$ cat src/rtl/rr_weighted_arb.sv
// ---------------------------------------------------------------------------
// rr_weighted_arb
//
// Weighted round-robin arbiter with N = 1<<N_log requesters. Each requester
// owns a programmable weight; a requester that wins a turn may keep the grant
// for weight+1 consecutive enabled cycles. i_lock can stretch a turn past that
// limit. Hand-over between requesters happens on the same edge the turn ends,
// so there is no idle bubble between back-to-back grants.
//
// Ports
//   Clk          clock, all state updates on the rising edge
//   Rst          synchronous active-high reset
//   i_en         advance enable; low freezes grant, pointer, counter and limit
//   i_req[N]     request vector
//   i_lock[N]    per-requester turn extension
//   i_wr_en      weight-table write strobe (honoured regardless of i_en)
//   i_wr_idx     weight-table write index
//   i_wr_weight  weight-table write data
//   o_gnt[N]     registered one-hot (or zero) grant
//   o_gnt_idx    binary index of o_gnt, 0 when no grant
//   o_busy       OR of o_gnt
// ---------------------------------------------------------------------------
module rr_weighted_arb #(
    parameter int N_log      = 3,
    parameter int W_BITS     = 4,
    parameter int DEF_WEIGHT = 0
) (
    input  logic                Clk,
    input  logic                Rst,
    input  logic                i_en,
    input  logic [(1<<N_log)-1:0] i_req,
    input  logic [(1<<N_log)-1:0] i_lock,
    input  logic                i_wr_en,
    input  logic [N_log-1:0]    i_wr_idx,
    input  logic [W_BITS-1:0]   i_wr_weight,
    output logic [(1<<N_log)-1:0] o_gnt,
    output logic [N_log-1:0]    o_gnt_idx,
    output logic                o_busy
);

    localparam int N = 1 << N_log;

    typedef enum logic {
        IDLE = 1'b0,
        HOLD = 1'b1
    } state_t;

    state_t              state_reg, state_next;
    logic [N-1:0]        gnt_reg, gnt_next;
    logic [N_log-1:0]    ptr_reg, ptr_next;
    logic [W_BITS-1:0]   cnt_reg, cnt_next;
    logic [W_BITS-1:0]   limit_reg, limit_next;
    logic [W_BITS-1:0]   weight_reg [N];

    logic [N_log-1:0]    holder_idx;
    logic [N_log-1:0]    scan_start;
    logic [N-1:0]        scan_mask;
    logic                scan_found;
    logic [N_log-1:0]    scan_sel;
    logic                turn_end;
    logic [N_log-1:0]    new_idx;
    logic [W_BITS-1:0]   new_weight;

    // -----------------------------------------------------------------------
    // Weight table. Each entry is its own register so the freshly granted
    // index can be read in the same cycle, including a same-edge write.
    // -----------------------------------------------------------------------
    generate
        for (genvar gi = 0; gi < N; gi++) begin : g_weight
            always_ff @(posedge Clk) begin
                if (Rst) begin
                    weight_reg[gi] <= W_BITS'(DEF_WEIGHT);
                end else if (i_wr_en && (i_wr_idx == N_log'(gi))) begin
                    weight_reg[gi] <= i_wr_weight;
                end
            end
        end
    endgenerate

    // Binary index of the current holder (grant is one-hot, so OR-ing the
    // indices of set bits gives the holder, or 0 when nothing is granted).
    always_comb begin
        holder_idx = '0;
        for (int i = 0; i < N; i++) begin
            if (gnt_reg[i]) begin
                holder_idx = holder_idx | N_log'(i);
            end
        end
    end

    assign o_gnt     = gnt_reg;
    assign o_gnt_idx = holder_idx;
    assign o_busy    = |gnt_reg;

    // While holding, the scan starts just after the holder and skips it; in
    // IDLE it starts after the stored pointer over all requests.
    assign scan_start = (state_reg == HOLD) ? holder_idx : ptr_reg;
    assign scan_mask  = (state_reg == HOLD) ? (i_req & ~gnt_reg) : i_req;

    // Circular priority scan: scan_start+1, scan_start+2, ... wrapping mod N.
    always_comb begin
        logic [N_log-1:0] cand;
        scan_found = 1'b0;
        scan_sel   = '0;
        cand       = '0;
        for (int i = 1; i <= N; i++) begin
            cand = scan_start + N_log'(i);
            if (!scan_found && scan_mask[cand]) begin
                scan_found = 1'b1;
                scan_sel   = cand;
            end
        end
    end

    assign turn_end = (state_reg == HOLD) &&
                      (!i_req[holder_idx] ||
                       ((cnt_reg == limit_reg) && !i_lock[holder_idx]));

    // Index that would start a new turn this edge; its limit comes from the
    // weight table, or from the write port when it targets the same entry.
    assign new_idx    = scan_found ? scan_sel : holder_idx;
    assign new_weight = (i_wr_en && (i_wr_idx == new_idx)) ? i_wr_weight
                                                           : weight_reg[new_idx];

    always_comb begin
        state_next = state_reg;
        gnt_next   = gnt_reg;
        ptr_next   = ptr_reg;
        cnt_next   = cnt_reg;
        limit_next = limit_reg;

        if (i_en) begin
            case (state_reg)
                IDLE: begin
                    if (scan_found) begin
                        state_next = HOLD;
                        gnt_next   = N'(1) << new_idx;
                        cnt_next   = '0;
                        limit_next = new_weight;
                    end
                end
                HOLD: begin
                    if (turn_end) begin
                        ptr_next = holder_idx;
                        if (scan_found || i_req[holder_idx]) begin
                            // Hand over, or re-grant the holder a fresh turn
                            // when nobody else is asking.
                            gnt_next   = N'(1) << new_idx;
                            cnt_next   = '0;
                            limit_next = new_weight;
                        end else begin
                            state_next = IDLE;
                            gnt_next   = '0;
                        end
                    end else if (cnt_reg != limit_reg) begin
                        // Counter stops at the limit while a lock holds the turn.
                        cnt_next = cnt_reg + W_BITS'(1);
                    end
                end
                default: begin
                    state_next = IDLE;
                    gnt_next   = '0;
                end
            endcase
        end
    end

    always_ff @(posedge Clk) begin
        if (Rst) begin
            state_reg <= IDLE;
            gnt_reg   <= '0;
            ptr_reg   <= N_log'(N - 1);
            cnt_reg   <= '0;
            limit_reg <= '0;
        end else begin
            state_reg <= state_next;
            gnt_reg   <= gnt_next;
            ptr_reg   <= ptr_next;
            cnt_reg   <= cnt_next;
            limit_reg <= limit_next;
        end
    end

endmodule

$ cat config.mk
export PLATFORM = sky130hd
export DESIGN_NAME = rr_weighted_arb
export DESIGN_NICKNAME = d
export VERILOG_FILES = /design/src/rtl/rr_weighted_arb.sv
export SDC_FILE = /design/constraint.sdc
export NUM_CORES = 1
export LEC_CHECK = 0
export CORE_MARGIN = 2
export CORE_UTILIZATION = 54
export CTS_BUF_LIST = sky130_fd_sc_hd__clkbuf_4
export DETAILED_ROUTE_END_ITERATION = 8
export PLACE_DENSITY = 0.79
export SYNTH_ARGS = -nofsm -noshare
export SYNTH_HDL_FRONTEND = slang
export SYNTH_SLANG_ARGS = --single-unit
$ cat constraint.sdc
create_clock -name Clk -period 4.8 [get_ports Clk]
set_clock_uncertainty 0.15 [all_clocks]
set_input_delay 0.96 -clock Clk [delete_from_list [all_inputs] [get_ports Clk]]
set_output_delay 0.96 -clock Clk [all_outputs]
set_load 0.005 [all_outputs]
m1.png
The bar under the picture is 20 um long. Supply wires on this layer in grey.
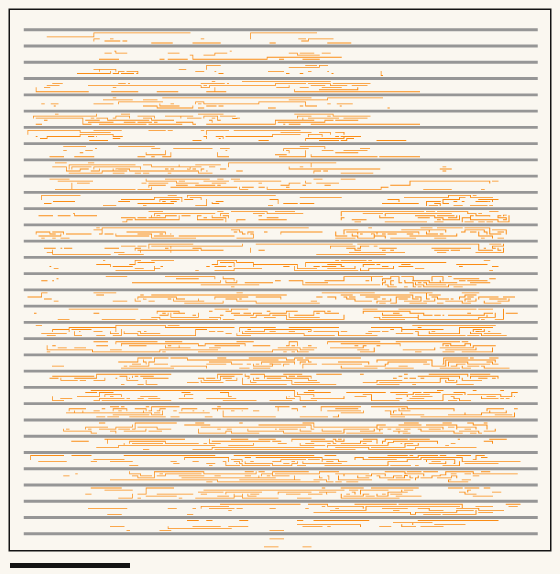
main direction: horizontal
longest straight run: 34.5 um
nets with wire on the layer: 507

m2.png
The bar under the picture is 20 um long.
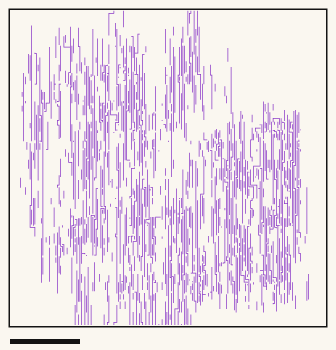
wire length on this layer: 5090 um
main direction: vertical
nets with wire on the layer: 464
share of all routed wire: 47%
longest straight run: 43.5 um

==> qor.json <==
{
  "clock_tree": {
    "cts_num_sinks": 52,
    "cts_tree": "built",
    "worstSkewPairLatency_ps": 390,
    "hold_fix_buffers_at_cts": 0,
    "clockBufferDepth": 2,
    "cts-htree-levels": 2,
    "clock_transition_at_the_registers_of_the_reported_paths_ps": 150,
    "post_cts.repair.setup_buffers": 0,
    "cts_inserted_buffers": 5
  },
  "yosys": {
    "ys_sh_xor_pct": 3.045,
    "yosys.area.top_type": "edfxtp_1",
    "share_of_synthesized_cell_area_in_and_or_and_or_and_compound_cells_pct": 20.04,
    "synth.comb.largest_family": "simple AND/OR/NAND/NOR gates",
    "synth.ff_latch_count": 52,
    "synthTopCellsByArea": "edfxtp_1 24%, mux2i_1 10%, dfxtp_1 9.9%",
    "syn_area_sq_um": 4026,
    "netlist_instances": 457,
    "synth_cell_type_count": 70,
    "synthTopCellsByCount": "41 x mux2i_1, 39 x nand2_1, 37 x nor2_1",
    "synth_chip_area_sq_um": 4026,
    "top_area_cell_share_pct": 23.87,
    "synthesis.yosys.warnings": 0,
    "synth.cellmix.adderShare_pct": 0.6215
  },
  "grt": {
    "groute.layer.met2.usage_pct": 43.36,
    "grt_usage_pct": 26.85,
    "gr-total-overflow": 0,
    "groute.layer.met1.usage_pct": 37.15,
    "grt_pass1_wl_um": 17800,
    "grt_pass1_vias": 3582,
    "grt-busiest-layer": "met2"
  },
  "worst_setup_path": {
    "path_delay_family": "AND-OR/OR-AND gates",
    "worstPathCellList": "o41ai_1, and2_1, inv_1, ha_1, buf_4, inv_1, a21oi_1, o21ai_0, and2_1, a221o_1, o32ai_1, o221ai_2, xnor2_1, and3_4, a211o_1, o221ai_1",
    "timing.critical_path.slowest_cell_delay_ps": 550,
    "worstPathBufferInverterCount": 3,
    "setup.worst_path.class": "reg2reg",
    "critical_path.startpoint_type": "flip-flop",
    "worstReg2RegStart": "o_gnt[3]",
    "ff2ff_setup_slack_ps": 220
  },
  "drt": {
    "drc": 0,
    "drt_iter0_markers": 266,
    "drtAntennaViolNets": 0,
    "detailedRoute.firstPassIterationCount": 5
  },
  "layout": {
    "layout.area.seq_sq_um": 1361,
    "nonClockInverterCount": 13,
    "drive_gt1_share_pct": 11.74,
    "flop_share_of_the_area_pct": 28.50,
    "fin_nets": 539,
    "sequential_cell_total": 52,
    "signal_buffers": 69,
    "comb-cell-share_pct": 52.99,
    "fillerInstances": 616,
    "area_share_clock_buf_inv_pct": 1.755,
    "finished_layout_cell_area_sq_um": 4777,
    "final_layout_top_logic_cells": "41 x mux2i_1, 39 x nand2_1, 38 x clkdlybuf4s50_1",
    "layout_top_cell_excl_fill_tap": "mux2i_1"
  },
  "placed_design": {
    "numPortBuffers": 38,
    "post_detailed_placement_half_perimeter_wirelength_um": 8331,
    "placed_cells": 602,
    "gpl.final_weighted_congestion": 1.006,
    "detailedPlace.worstSlack_ps": -32.69
  },
  "floorplanning": {
    "core.rowCount": 31,
    "chipWidth_um": 90.35,
    "floorplan.core_area_sq_um": 7253,
    "die_height_um": 90.35,
    "design.portCount": 39
  },
  "outcome": {
    "run_status": "finished clean"
  },
  "worst_hold_path": {
    "hp-start": "ptr_reg[2]",
    "hold_path_depth": 1,
    "holdCritPathClass": "reg2reg",
    "min_to": "ptr_reg[2]"
  },
  "job": {
    "cap_violations": 0
  },
  "final_timing": {
    "finalMaxSlewViolations": 0
  }
}
m3.png
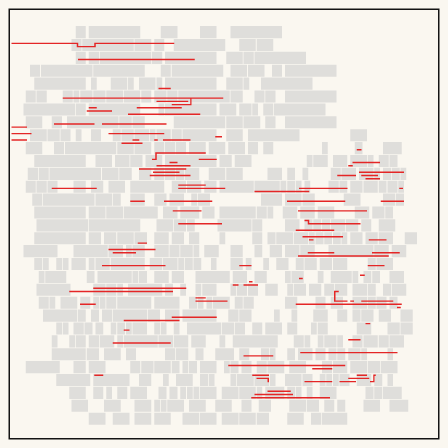
main direction: horizontal
share of all routed wire: 6.5%
via total after detailed routing: 3811
DRT Wirelength: 10850 um
fraction of met3 tracks used by global routing: 4.257%

-- cell families (layout without fill, tap and decap cells) --
group | Yosys count | after routing
mux | 45 | 45
fa+ha+maj | 2 | 2
buf+inv | 36 | 90
compound gates | 104 | 104
xor+xnor | 14 | 14
flops | 52 | 52
simple gates | 204 | 204
-- layer usage --
layer	part of all wire (%)	wire, um
met1	44	4752
met5	0	0
met2	47	5085
met3	6.5	702
met4	2.9	310
